File: src/rtl/adder_pipe_if.sv
// adder_pipe_if: operand-in / result-out handshake bundle for adder_pipe.
// The master side is the operand source and result consumer; the slave side is the adder.
interface adder_pipe_if #(
  parameter int WIDTH = 8
) ();
  logic             valid_in;
  logic             ready_in;
  logic [WIDTH-1:0] a;
  logic [WIDTH-1:0] b;
  logic             op;
  logic             valid_out;
  logic             ready_out;
  logic [WIDTH-1:0] result;
  logic             carry_out;
  logic             overflow;
  logic [15:0]      txn_count;

  modport master (
    output valid_in, a, b, op, ready_out,
    input  ready_in, valid_out, result, carry_out, overflow, txn_count
  );

  modport slave (
    input  valid_in, a, b, op, ready_out,
    output ready_in, valid_out, result, carry_out, overflow, txn_count
  );
endinterface

File: src/rtl/adder_pipe.sv
// adder_pipe: elastic STAGES-deep add/subtract pipeline with carry/overflow flags and a delivered-beat counter.
// Define ADDER_SATURATE_EN to clamp overflowing results to the signed limit instead of wrapping.
module adder_pipe #(
  parameter int WIDTH  = 8,
  parameter int STAGES = 2
) (
  input  logic        clk,
  input  logic        rst,
  adder_pipe_if.slave bus
);
  localparam int MSB = WIDTH - 1;

  function automatic logic ovf_detect(input logic a_msb, input logic b_msb,
                                      input logic r_msb, input logic sub);
    if (sub) return (a_msb != b_msb) && (r_msb != a_msb);
    return (a_msb == b_msb) && (r_msb != a_msb);
  endfunction

`ifdef ADDER_SATURATE_EN
  // On overflow the true result has the sign of operand A, so A's MSB picks the limit.
  function automatic logic signed [WIDTH-1:0] sat_clamp(input logic signed [WIDTH-1:0] wrapped,
                                                        input logic ovf, input logic true_neg);
    if (!ovf) return wrapped;
    if (true_neg) return {1'b1, {(WIDTH-1){1'b0}}};
    return {1'b0, {(WIDTH-1){1'b1}}};
  endfunction
`endif

  logic [WIDTH:0]          sum_p0;
  logic [WIDTH-1:0]        b_eff_p0;
  logic signed [WIDTH-1:0] res_p0;
  logic                    cy_p0;
  logic                    ovf_p0;

  logic [STAGES-1:0]       adv;
  logic [STAGES-1:0]       vld_d, vld_q;
  logic signed [WIDTH-1:0] res_d [STAGES];
  logic signed [WIDTH-1:0] res_q [STAGES];
  logic [STAGES-1:0]       cy_d, cy_q;
  logic [STAGES-1:0]       ovf_d, ovf_q;
  logic [15:0]             cnt_d, cnt_q;
  logic                    accept;
  logic                    deliver;

  // ---- stage 0 input: arithmetic computed straight from the operand bus ----
  always_comb begin
    b_eff_p0 = bus.op ? ~bus.b : bus.b;
    sum_p0   = {1'b0, bus.a} + {1'b0, b_eff_p0} + {{WIDTH{1'b0}}, bus.op};
    cy_p0    = sum_p0[WIDTH];
    ovf_p0   = ovf_detect(bus.a[MSB], bus.b[MSB], sum_p0[MSB], bus.op);
`ifdef ADDER_SATURATE_EN
    res_p0   = sat_clamp(sum_p0[MSB:0], ovf_p0, bus.a[MSB]);
`else
    res_p0   = sum_p0[MSB:0];
`endif
  end

  // A stage may advance when its successor advances or it holds a bubble.
  always_comb begin
    adv = '0;
    adv[STAGES-1] = bus.ready_out | ~vld_q[STAGES-1];
    for (int k = STAGES - 2; k >= 0; k--) begin
      adv[k] = adv[k+1] | ~vld_q[k];
    end
  end

  assign accept  = bus.valid_in & adv[0];
  assign deliver = vld_q[STAGES-1] & bus.ready_out;

  // ---- stage registers: payload only moves with a valid beat, so it holds otherwise ----
  always_comb begin
    vld_d = vld_q;
    res_d = res_q;
    cy_d  = cy_q;
    ovf_d = ovf_q;
    if (adv[0]) begin
      vld_d[0] = accept;
      if (accept) begin
        res_d[0] = res_p0;
        cy_d[0]  = cy_p0;
        ovf_d[0] = ovf_p0;
      end
    end
    for (int k = 1; k < STAGES; k++) begin
      if (adv[k]) begin
        vld_d[k] = vld_q[k-1];
        if (vld_q[k-1]) begin
          res_d[k] = res_q[k-1];
          cy_d[k]  = cy_q[k-1];
          ovf_d[k] = ovf_q[k-1];
        end
      end
    end
    cnt_d = cnt_q + {15'd0, deliver};
  end

  always_ff @(posedge clk or posedge rst) begin
    if (rst) begin
      vld_q <= '0;
      cy_q  <= '0;
      ovf_q <= '0;
      cnt_q <= '0;
      for (int k = 0; k < STAGES; k++) res_q[k] <= '0;
    end else begin
      vld_q <= vld_d;
      res_q <= res_d;
      cy_q  <= cy_d;
      ovf_q <= ovf_d;
      cnt_q <= cnt_d;
    end
  end

  // ---- last stage drives the result bus ----
  assign bus.ready_in  = adv[0];
  assign bus.valid_out = vld_q[STAGES-1];
  assign bus.result    = res_q[STAGES-1];
  assign bus.carry_out = cy_q[STAGES-1];
  assign bus.overflow  = ovf_q[STAGES-1];
  assign bus.txn_count = cnt_q;
endmodule

File: src/flat_wrapper.sv
// flat-port wrapper written by rule: the top's interface ports become plain ports
module adder_pipe_flat 
#(
  parameter int WIDTH  = 8,
  parameter int STAGES = 2
)
  (clk, rst, bus_valid_in, bus_a, bus_b, bus_op, bus_ready_out, bus_ready_in, bus_valid_out, bus_result, bus_carry_out, bus_overflow, bus_txn_count);
  adder_pipe_if #(.WIDTH(WIDTH)) bus_i ();
  input  logic clk;
  input  logic rst;
  input wire logic [$bits(bus_i.valid_in)-1:0] bus_valid_in;
  input wire logic [$bits(bus_i.a)-1:0] bus_a;
  input wire logic [$bits(bus_i.b)-1:0] bus_b;
  input wire logic [$bits(bus_i.op)-1:0] bus_op;
  input wire logic [$bits(bus_i.ready_out)-1:0] bus_ready_out;
  output wire logic [$bits(bus_i.ready_in)-1:0] bus_ready_in;
  output wire logic [$bits(bus_i.valid_out)-1:0] bus_valid_out;
  output wire logic [$bits(bus_i.result)-1:0] bus_result;
  output wire logic [$bits(bus_i.carry_out)-1:0] bus_carry_out;
  output wire logic [$bits(bus_i.overflow)-1:0] bus_overflow;
  output wire logic [$bits(bus_i.txn_count)-1:0] bus_txn_count;
  assign bus_i.valid_in = bus_valid_in;
  assign bus_i.a = bus_a;
  assign bus_i.b = bus_b;
  assign bus_i.op = bus_op;
  assign bus_i.ready_out = bus_ready_out;
  assign bus_ready_in = bus_i.ready_in;
  assign bus_valid_out = bus_i.valid_out;
  assign bus_result = bus_i.result;
  assign bus_carry_out = bus_i.carry_out;
  assign bus_overflow = bus_i.overflow;
  assign bus_txn_count = bus_i.txn_count;
  adder_pipe #(.WIDTH(WIDTH), .STAGES(STAGES)) u_core (.clk(clk), .rst(rst), .bus(bus_i));
endmodule
File: config.mk
export PLATFORM = sky130hd
export DESIGN_NAME = adder_pipe_flat
export DESIGN_NICKNAME = d
export VERILOG_FILES = /design/src/rtl/adder_pipe_if.sv /design/src/rtl/adder_pipe.sv /design/src/flat_wrapper.sv
export SDC_FILE = /design/constraint.sdc
export NUM_CORES = 1
export LEC_CHECK = 0
export CAP_MARGIN = 20
export CORE_MARGIN = 3
export CORE_UTILIZATION = 45
export DETAILED_ROUTE_END_ITERATION = 12
export PLACE_DENSITY = 0.74
export SYNTH_ARGS = -nofsm -noshare
export SYNTH_HDL_FRONTEND = slang
export SYNTH_SLANG_ARGS = --single-unit
export TNS_END_PERCENT = 10
File: constraint.sdc
create_clock -name clk -period 2.65 [get_ports clk]
set_clock_uncertainty 0.05 [all_clocks]
set_input_delay 0.795 -clock clk [delete_from_list [all_inputs] [get_ports clk]]
set_output_delay 0.795 -clock clk [all_outputs]
set_load 0.01 [all_outputs]
==> git commit body, run 1 <==
Store results of the implementation flow

- In this run, post-CTS repair resized a total of 4 instances.
- The sequential cells in the finished layout cover a total of between 900 and 1000 sq um.
- Area overhead of the layout relative to synthesis: 42.0%
- The finished layout holds slightly above 300 standard cells, fillers aside.
* Final HPWL from detailed placement: about 3 mm
- Yosys reported that registers with async set or reset make up 1.00.
- For this floorplan the total number of well-tap instances is approximately 50.
* Buf+Inv Stages, Crit Path: 1
- The final design was reported to hold multi-input combinational gates totalling 131.
- Number of warnings the tools reported: 28
* Combinational cell power: 0.000683 W
- Seq/Total Area, Yosys: 0.475
- The global routing report lists combined usage of all routing layers as 0.162.
* Total die size: 5290 sq um
* Iteration tally of the first detailed-router pass: 4
- Post-route period utilization is reported as 0.986.
- Xor/xnor cell area share of the yosys netlist: 0.109
* Critical Path Slowest Stage Cell: sky130_fd_sc_hd__clkdlybuf4s50_1
* Total power density per cell area: 706 nW/um^2
* Worst path top cell family by delay: AND-OR/OR-AND gates
- Antenna diodes: 0
* Switching power total: 0.000569 W
* Share of power burned in the clock network: 0.247
- CTS sink count: 38
- Cts bufs inserted: 5
- The longest clock path from root to sink contains 2 buffers.
- Worst relative slew slack: 0.691
- Basic Gates by Area: 0.156
- First-pass GRT wire length: approximately 6.6 mm
- The synthesis stats list as the most numerous cell sky130_fd_sc_hd__dfrtp_1.
- Floorplan Nets: 217
- Grouping non-sequential cells by family puts the most area in simple AND/OR/NAND/NOR gates.
* Launching element type of the critical path: input port
- VDD sags by at most about 0.27 mV.
- For the worst setup path, the data required time is 2.78 ns.
- Chip Width: 72.7 microns
- Post-detailed-route via-to-cell ratio: 5.01
* CTS Hold Bufs: 0
- The final report gives the standard cell area, fillers excluded, as 2840 sq um.
- Total clock network power: 0.000496 W
- Clock tree from TritonCTS: built
- Share of the synthesized area in the top cell type: 0.475
- Number of setup buffers added after CTS: 0
- Buffers excl. clock: slightly below 80
- Proportion of power drawn by combinational gates: 0.340
- The tree is rooted in a sky130_fd_sc_hd__clkbuf_8.
- The share of the core area taken by cells at floorplan is 0.483.
* Fraction of area in multi-input gates: 0.349
* Row Count: 23
- Final critical delay including setup and external delays: 2.61 ns
- Number of distinct library cells after synthesis: around 40
- The synthesized netlist has a Yosys-reported chip area of between 2000 and 2500 sq um.
* Fa+ha+maj area frac: 0.0662
- For reference, the mux area share after synthesis is 0.0612.
* Leakage: 1.32 nW
* Slew at the pin closest to its max-slew limit: 0.464 ns
* CORE AREA: 4140 sq um
- Capturing element type of the critical path: flop
- Per the Yosys statistics, synthesis produced about 190 cells.
- Final-layout clock buffer total: 6
- Maximum level of the CTS H-tree: 2
- Int Power: ~0.0014 W
- Of the total power, registers draw 0.412.
- Power in sequential cells: slightly above 0.0008 W
* Commonest Layout Cell: sky130_fd_sc_hd__clkdlybuf4s50_1
* Routed length per placed instance: 12.5 microns
- There are 38 flip-flops and latches.
* Worst hold-check path type: reg -> reg
- Clock transition at the registers of the reported paths: 0.07 ns
- Core Util, Final: 0.686
* Number of buffer cells added on primary ports: ~48
- Worst setup path class: in -> reg
* Gate Area: around 990 sq um
* Number of placed instances, taps included: between 200 and 300
- Final-stage net count: 290
* Clock distribution area overhead in the final layout: 0.0396
- Residual DRC count: 0
- Cells after Synth: 186
- Max stage delay on crit path: 0.40 ns
- The final max-slew violation count recorded for this run is 0.
- Switching share of total power: 0.284
- Leading register cell type out of synthesis: sky130_fd_sc_hd__dfrtp_1
* Top cells, area: sky130_fd_sc_hd__dfrtp_1 (47%), sky130_fd_sc_hd__xnor2_1 (5.7%), sky130_fd_sc_hd__ha_1 (5.6%)
- 49 I/O pins were placed.
- Top pwr grp: registers
- The cell area that synthesis handed to floorplanning was 2000 sq um.
- The first routing iteration left 48 violations.
- Number of flip-flops and latches in the synthesized netlist: 38
* Filler cell count: 345
* Worst-skew pair later-pin latency: 0.29 ns
- The detail route stage leaves a number of antenna-violating nets equal to 0.
- Top cell type by total area after synthesis: sky130_fd_sc_hd__dfrtp_1
- Flip-flop and latch share of the layout cell area: 0.334
- The end-of-flow timing check tallies setup violations at 0.
- Area-dominant class: multi-input combinational cells
* Run status: finished, final reports clean
* Final worst hold slack: 0.432 ns
- The fraction of final cell area spent on non-clock buffers in this run is 0.247.
- YS warnings: 0
- The placement summary gives the final routability congestion estimate as around 0.81.
- The via count of the first global-routing pass is 1,587.
* Top cells by count, synth: sky130_fd_sc_hd__dfrtp_1 (38), sky130_fd_sc_hd__nand2_1 (18), sky130_fd_sc_hd__xnor2_1 (13)
- Number of hold violations in the final report: 0
* Top logic cells by instance count in the layout: sky130_fd_sc_hd__clkdlybuf4s50_1 (42), sky130_fd_sc_hd__dfrtp_1 (38), sky130_fd_sc_hd__buf_4 (29)
* Max_cap viols: 0
* Pin count of the biggest net entering global routing: 39
- Highest clock rate: 383 MHz
- Overall power: 0.00201 W
* Non-clock inverter count: 6
-- run 1: per-stage QoR --
step	worst slack (ns)	setup TNS [ns]
after global placement	-0.603	-3.45
after global routing	-0.0190	-0.0212
after floorplan	-0.0695	-0.0695
after detailed placement	-0.629	-3.89
after CTS	-0.111	-0.113
final	0.0384	0
-- run 1: path summary, 6_finish.rpt --
| kind | startpoint | to | slack (ns) | depth (start not counted) |
|---|---|---|---|---|
| max in group asynchronous | rst | u_core.bus.result[0]$_DFFE_PP0P_ | 1.37 | 3 |
| worst min-delay path | u_core.bus.txn_count[15]$_DFF_PP0_ | u_core.bus.txn_count[15]$_DFF_PP0_ | 0.43 | 1 |
| worst min register to register | u_core.bus.txn_count[15]$_DFF_PP0_ | u_core.bus.txn_count[15]$_DFF_PP0_ | 0.43 | 1 |
| min in group asynchronous | rst | u_core.bus.txn_count[6]$_DFF_PP0_ | 0.86 | 3 |
| worst max register to register | u_core.vld_q[1]$_DFFE_PP0P_ | u_core.bus.txn_count[14]$_DFF_PP0_ | 1.06 | 7 |
| worst max-delay path | bus_a[4] | u_core.ovf_q[0]$_DFFE_PP0P_ | 0.04 | 7 |
-- run 1: routing by layer --
layer / track usage / up-vias / wire length (microns)
met5: 0 / - / 0
met4: 0.0635 / 0 / 51
met3: 0.0551 / 5 / 216
met2: 0.289 / 45 / 2020
met1: 0.174 / 720 / 1560
li1: - / 778 / -
-- run 1: worst register-to-register path: cells and delay by family, from the launching register on --
kind	cells	cell delay, ns
AND/OR/NAND/NOR	4	0.49
adder cells (fa/ha/maj)	2	0.41
flip-flops	1	0.39
XOR/XNOR	1	0.13
-- run 1: registers in the layout, indices dropped and copies added (netlist names) --
name	flops
u_core.cy_q	2
u_core.bus.result	8
u_core.bus.txn_count	16
u_core.ovf_q	2
u_core.res_q	8
u_core.vld_q	2
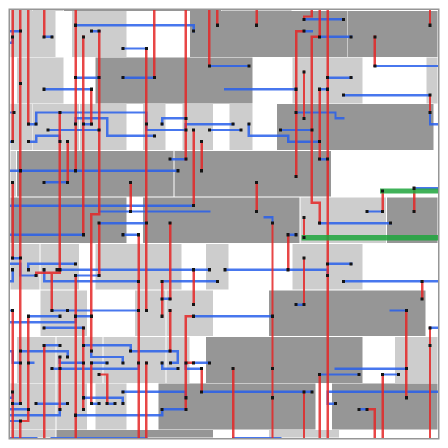
Fig. 1. Close-up of the layout (run 1).
Window x 24 to 49, y 24 to 49 microns. Cells in gray, sequential cells in the stronger gray; small squares are vias.
legend:
  green:
    layer: met3
  red:
    layer: met2
  blue:
    layer: met1
sequential cells in the window: 12
most frequent: dfrtp_1 (12), nand2_1 (4), buf_4 (4)
netlist names of flops here include: u_core.bus.result (5), u_core.res_q (4), u_core.bus.txn_count (2)
cells with their middle in the window: 39

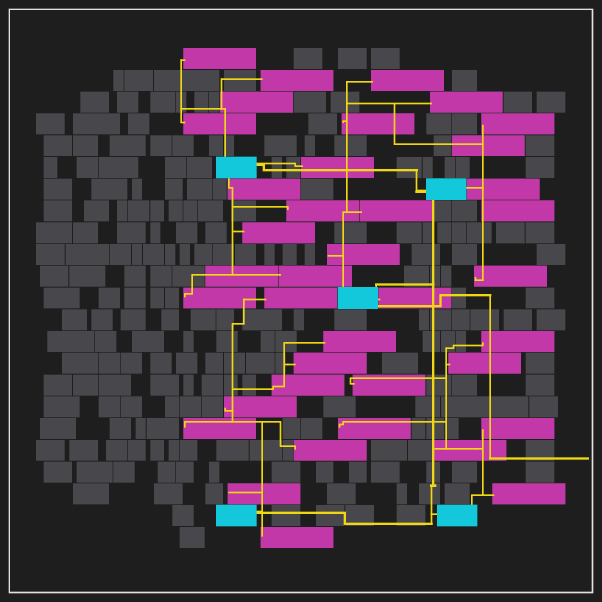
Fig. 2. Clock wires, drivers and flops (run 1).
(8 px per micron)
legend:
  magenta:
    item: flip-flops
    count: 38
  yellow:
    item: clock wires
    length: 475 microns
  cyan:
    item: cells driving clock nets
    count: 5
routed clock nets: 6

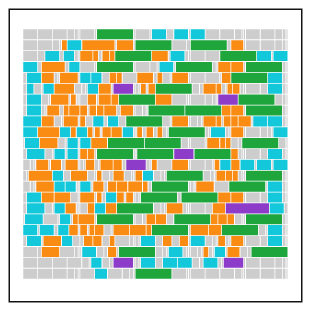
Fig. 3. Cells colored by class (run 1).
(4 px per micron) Fill, decap, tap and diode cells in gray.
legend:
  green:
    class: flops
    cells: 38
    share_of_their_area: 34%
  orange:
    class: all other logic
    cells: 137
    share_of_their_area: 37%
  cyan:
    class: other buffers and delay cells
    cells: 77
    share_of_their_area: 25%
  purple:
    class: clock drivers and dummy loads
    cells: 7
    share_of_their_area: 4.0%

==> run 2, diff against run 1 <==
--- a/config.mk
+++ b/config.mk
@@ -9,6 +9,7 @@
 export CORE_MARGIN = 3
 export CORE_UTILIZATION = 45
 export DETAILED_ROUTE_END_ITERATION = 12
+export GPL_ROUTABILITY_DRIVEN = 0
 export PLACE_DENSITY = 0.74
 export SYNTH_ARGS = -nofsm -noshare
 export SYNTH_HDL_FRONTEND = slang
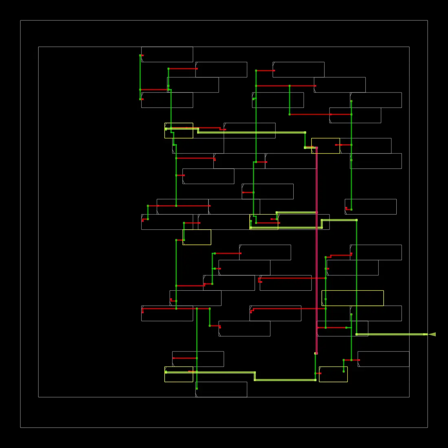
Fig. 4. The clock network (run 2).
cts bufs inserted: 5
final-layout clock buffer total: 6
total clock network power: 0.000496 W
flop count: 38

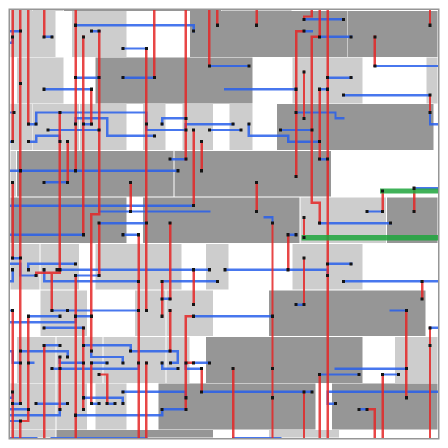
Fig. 5. Close-up of the layout (run 2).
Window x 24 to 49, y 24 to 49 microns. Cells in gray, sequential cells in the stronger gray; small squares are vias.
legend:
  red:
    layer: met2
  blue:
    layer: met1
  green:
    layer: met3
sequential cells in the window: 12
netlist names of flops here include: u_core.bus.result (5), u_core.res_q (4), u_core.bus.txn_count (2)
most frequent: dfrtp_1 (12), nand2_1 (4), buf_4 (4)
cells with their middle in the window: 39

==> git commit body, run 2 <==
Store results of the implementation flow

* Num ports: 49 (unchanged)
- The die height came to 72.7 microns (unchanged).
- Post-route cell area: 2840 sq um (unchanged)
* Max-slew violation count: 0 (unchanged)
- Cells on Worst Hold Path: 1 (unchanged)
- The power density over the cells was 706 nW/um^2 (unchanged).
- The number of warnings in the stage logs came to 28 (unchanged).
- Worst hold-check path type: reg -> reg (unchanged)
* Worst-skew pair later-pin latency: 0.29 ns (about the same)
- Launching element type of the critical path: input port (unchanged)
* Share of post-route cells with drive strength above 1: 0.224 (unchanged)
- The power in sequential cells was 0.000828 W (about the same).
* Share of the synthesized area in the top cell type: 0.475 (unchanged)
- The category of the most critical setup path was in -> reg (unchanged).
- The endpoint required time on the critical path came to 2.78 ns (about the same).
* Share of synthesized registers carrying an async set or reset: 1.00 (unchanged)
* CORE AREA: 4140 sq um (unchanged)
- Buf+Inv Stages, Crit Path: 1 (unchanged)
* Post-synth EDFFs: 0 (unchanged)
* Sink of the worst hold path: u_core.bus.txn_count[15]$_DFF_PP0_ (unchanged)
* Run status: finished, final reports clean (unchanged)
- Routed length per placed instance: 12.5 microns (unchanged)
* Clock transition at the registers of the reported paths: 0.07 ns (about the same)
- Number of buffer cells added on primary ports: 48 (unchanged)
* Area overhead of the layout relative to synthesis: 42.0% (unchanged)
* Worst path top cell family by delay: AND-OR/OR-AND gates (unchanged)
- The hold path startpoint is u_core.bus.txn_count[15]$_DFF_PP0_ (unchanged).
- The residual DRC count was 0 (unchanged).
- Final HPWL from detailed placement: 2.96 mm (unchanged)
- Gate Area: 993 sq um (unchanged)
- Capturing element type of the critical path: flop (unchanged)
* CTS Root Cell: sky130_fd_sc_hd__clkbuf_8 (unchanged)
* Int Power: 0.00144 W (unchanged)
- Chip Width: 72.7 microns (unchanged)
- The cell count after synthesis was 186 (unchanged).
* Slew at the pin closest to its max-slew limit: 0.464 ns (unchanged)
- Reg2Reg Depth: 7 (unchanged)
* Initial DRC Count: 48 (unchanged)
* Row Count: 23 (unchanged)
- Number of hold violations in the final report: 0 (unchanged)
* Number of antenna violations at the first check in global routing: 0 (unchanged)
- The number of clock sinks came to 38 (unchanged).
* Highest net fanout along the worst path: 3 (unchanged)
- Data arrival time of the critical path: 2.74 ns (about the same)
* Switching share of total power: 0.284 (unchanged)
- The number of gates given a new drive strength after cts is 4 (unchanged).
* Accumulated negative setup slack: 0 ns (unchanged)
- The summed standard-cell area reported by yosys is 2000 sq um (unchanged).
- Max_cap viols: 0 (unchanged)
* R2r setup slk: 1.06 ns (about the same)
- Top cells, area: sky130_fd_sc_hd__dfrtp_1 (47%), sky130_fd_sc_hd__xnor2_1 (5.7%), sky130_fd_sc_hd__ha_1 (5.6%) (unchanged)
- The synthesized cell area is 2000 sq um (unchanged).
* Total die size: 5290 sq um (unchanged)
- The sequential share of power was 0.412 (about the same).
- The capturing point of the worst reg2reg path is u_core.bus.txn_count[14]$_DFF_PP0_ (unchanged).
- The register area was 951 sq um (unchanged).
- The delay contributed by the slowest stage of the critical path is 0.40 ns (about the same).
- Max reg flops: 16 (unchanged)
* Placed cell areas: 2670 sq um (unchanged)
- The initial core utilization came to 0.483 (unchanged).
- The post-route core utilization came to 0.686 (unchanged).
* Final setup violation count: 0 (unchanged)
- First-pass GRT wire length: 6.57 mm (unchanged)
- Filler cell count: 345 (unchanged)
* Cell total in the yosys stat output: 186 (unchanged)
- The final worst-path cycle share was 0.986 (unchanged).
* Final-stage net count: 290 (unchanged)
* Via count of the routed design: 1,548 (unchanged)
- The net switching power of the design is 0.000569 W (unchanged).
- The number of buffers between clock root and the deepest sink was 2 (unchanged).
- Leading register cell type out of synthesis: sky130_fd_sc_hd__dfrtp_1 (unchanged)
- The count of inserted antenna diode cells was 0 (unchanged).
- Crit path cell chain: clkdlybuf4s50_1 -> ha_1 -> a21o_1 -> a2111o_1 -> or3_4 -> and4_4 -> o31a_1 (unchanged)
- Seq/Total Area, Yosys: 0.475 (unchanged)
- Iteration tally of the first detailed-router pass: 4 (unchanged)
- The cell taking the most area after synthesis is sky130_fd_sc_hd__dfrtp_1 (unchanged).
* Launching point of the worst reg2reg path: u_core.vld_q[1]$_DFFE_PP0P_ (unchanged)
- Maximum level of the CTS H-tree: 2 (unchanged)
- Top pwr grp: registers (unchanged)
- Worst relative slew slack: 0.691 (unchanged)
- The non-filler instance count after layout came to 309 (unchanged).
* Proportion of power drawn by combinational gates: 0.340 (about the same)
- Combinational cell power: 0.000683 W (about the same)
- Top logic cells by instance count in the layout: sky130_fd_sc_hd__clkdlybuf4s50_1 (42), sky130_fd_sc_hd__dfrtp_1 (38), sky130_fd_sc_hd__buf_4 (29) (unchanged).
- The yosys warning tally came to 0 (unchanged).
- Highest clock rate: 383 MHz (unchanged)
- Number of placed instances, taps included: 299 (unchanged)
* Maximum resistive drop on vdd: 0.267 mV (unchanged)
* Pin count of the biggest net entering global routing: 39 (unchanged)
* Number of nets with antenna violations after routing: 0 (unchanged)
- The TritonCTS clock tree is built (unchanged).
- The critical path's slowest cell is sky130_fd_sc_hd__clkdlybuf4s50_1 (unchanged).
- The post-synthesis register bit count was 38 (unchanged).
- The final wirelength is 3.85 mm (unchanged).
- Number of setup buffers added after CTS: 0 (unchanged)
* Commonest Layout Cell: sky130_fd_sc_hd__clkdlybuf4s50_1 (unchanged)
* Dominant cell by count in the synthesized netlist: sky130_fd_sc_hd__dfrtp_1 (unchanged)
- Top cells by count, synth: sky130_fd_sc_hd__dfrtp_1 (38), sky130_fd_sc_hd__nand2_1 (18), sky130_fd_sc_hd__xnor2_1 (13) (unchanged).
- The part of the total power dissipated in the clock network is 0.247 (about the same).
- The post-synthesis average cell area was 10.8 sq um (unchanged).
- The overall routing resource usage is 0.162 (unchanged).
- GRT overflow: 0 (unchanged)
- The cts-stage hold buffer count was 0 (unchanged).
* Number of global-route vias before repair: 1,587 (unchanged)
* Number of distinct library cells after synthesis: 40 (unchanged)
- The total leakage power is 1.32 nW (unchanged).
- Final critical delay including setup and external delays: 2.61 ns (unchanged)
- Post-detailed-route via-to-cell ratio: 5.01 (unchanged)
* Floorplan Nets: 217 (unchanged)
[run 2: logic make-up after synthesis]
family,Yosys count,synth area share
buffers and inverters,17,0.0475
AND/OR/NAND/NOR,59,0.156
AND-OR/OR-AND,26,0.0856
multiplexers,11,0.0612
adder cells (fa/ha/maj),10,0.0662
flip-flops,38,0.475
XOR/XNOR,25,0.109
[run 2: worst max path at each step]
stage	startpoint	endpoint	slack, ns	cells past startpoint
after global routing	bus_a[4]	u_core.ovf_q[0]$_DFFE_PP0P_	-0.02	7
after CTS	bus_b[7]	u_core.ovf_q[0]$_DFFE_PP0P_	-0.11	7
after floorplan	bus_op	u_core.ovf_q[0]$_DFFE_PP0P_	-0.07	8
after detailed placement	bus_op	u_core.cy_q[0]$_DFFE_PP0P_	-0.63	11
after global placement	bus_op	u_core.ovf_q[0]$_DFFE_PP0P_	-0.60	7
final	bus_a[4]	u_core.ovf_q[0]$_DFFE_PP0P_	0.04	7
[run 2: through the flow]
stage	setup slack (ns)	hold slack (ns)	power (W)
6_report	0.0384	0.432	0.00201
3_5_place_dp	-0.629	0.418	0.00152
2_1_floorplan	-0.0695	0.395	0.00120
4_1_cts	-0.111	0.430	0.00202
5_1_grt	-0.0190	0.434	0.00214
3_3_place_gp	-0.603	0.407	0.00149
[run 2: layout make-up]
type / instances / area share
multi-input cells: 131 / 0.349
clock buffers: 6 / 0.0290
inverters: 6 / 0.00792
flip-flops and latches: 38 / 0.334
repair buffers: 77 / 0.247
well taps: 50 / 0.0220
clock inverters: 1 / 0.0106
[run 2: routing by layer]
metal | vias up | global-route usage | part of all wire
met3 | 5 | 0.0551 | 0.056
li1 | 778 | - | -
met1 | 720 | 0.174 | 0.41
met5 | - | 0 | 0
met2 | 45 | 0.289 | 0.52
met4 | 0 | 0.0635 | 0.013
Power and IR drop assume default switching activity.
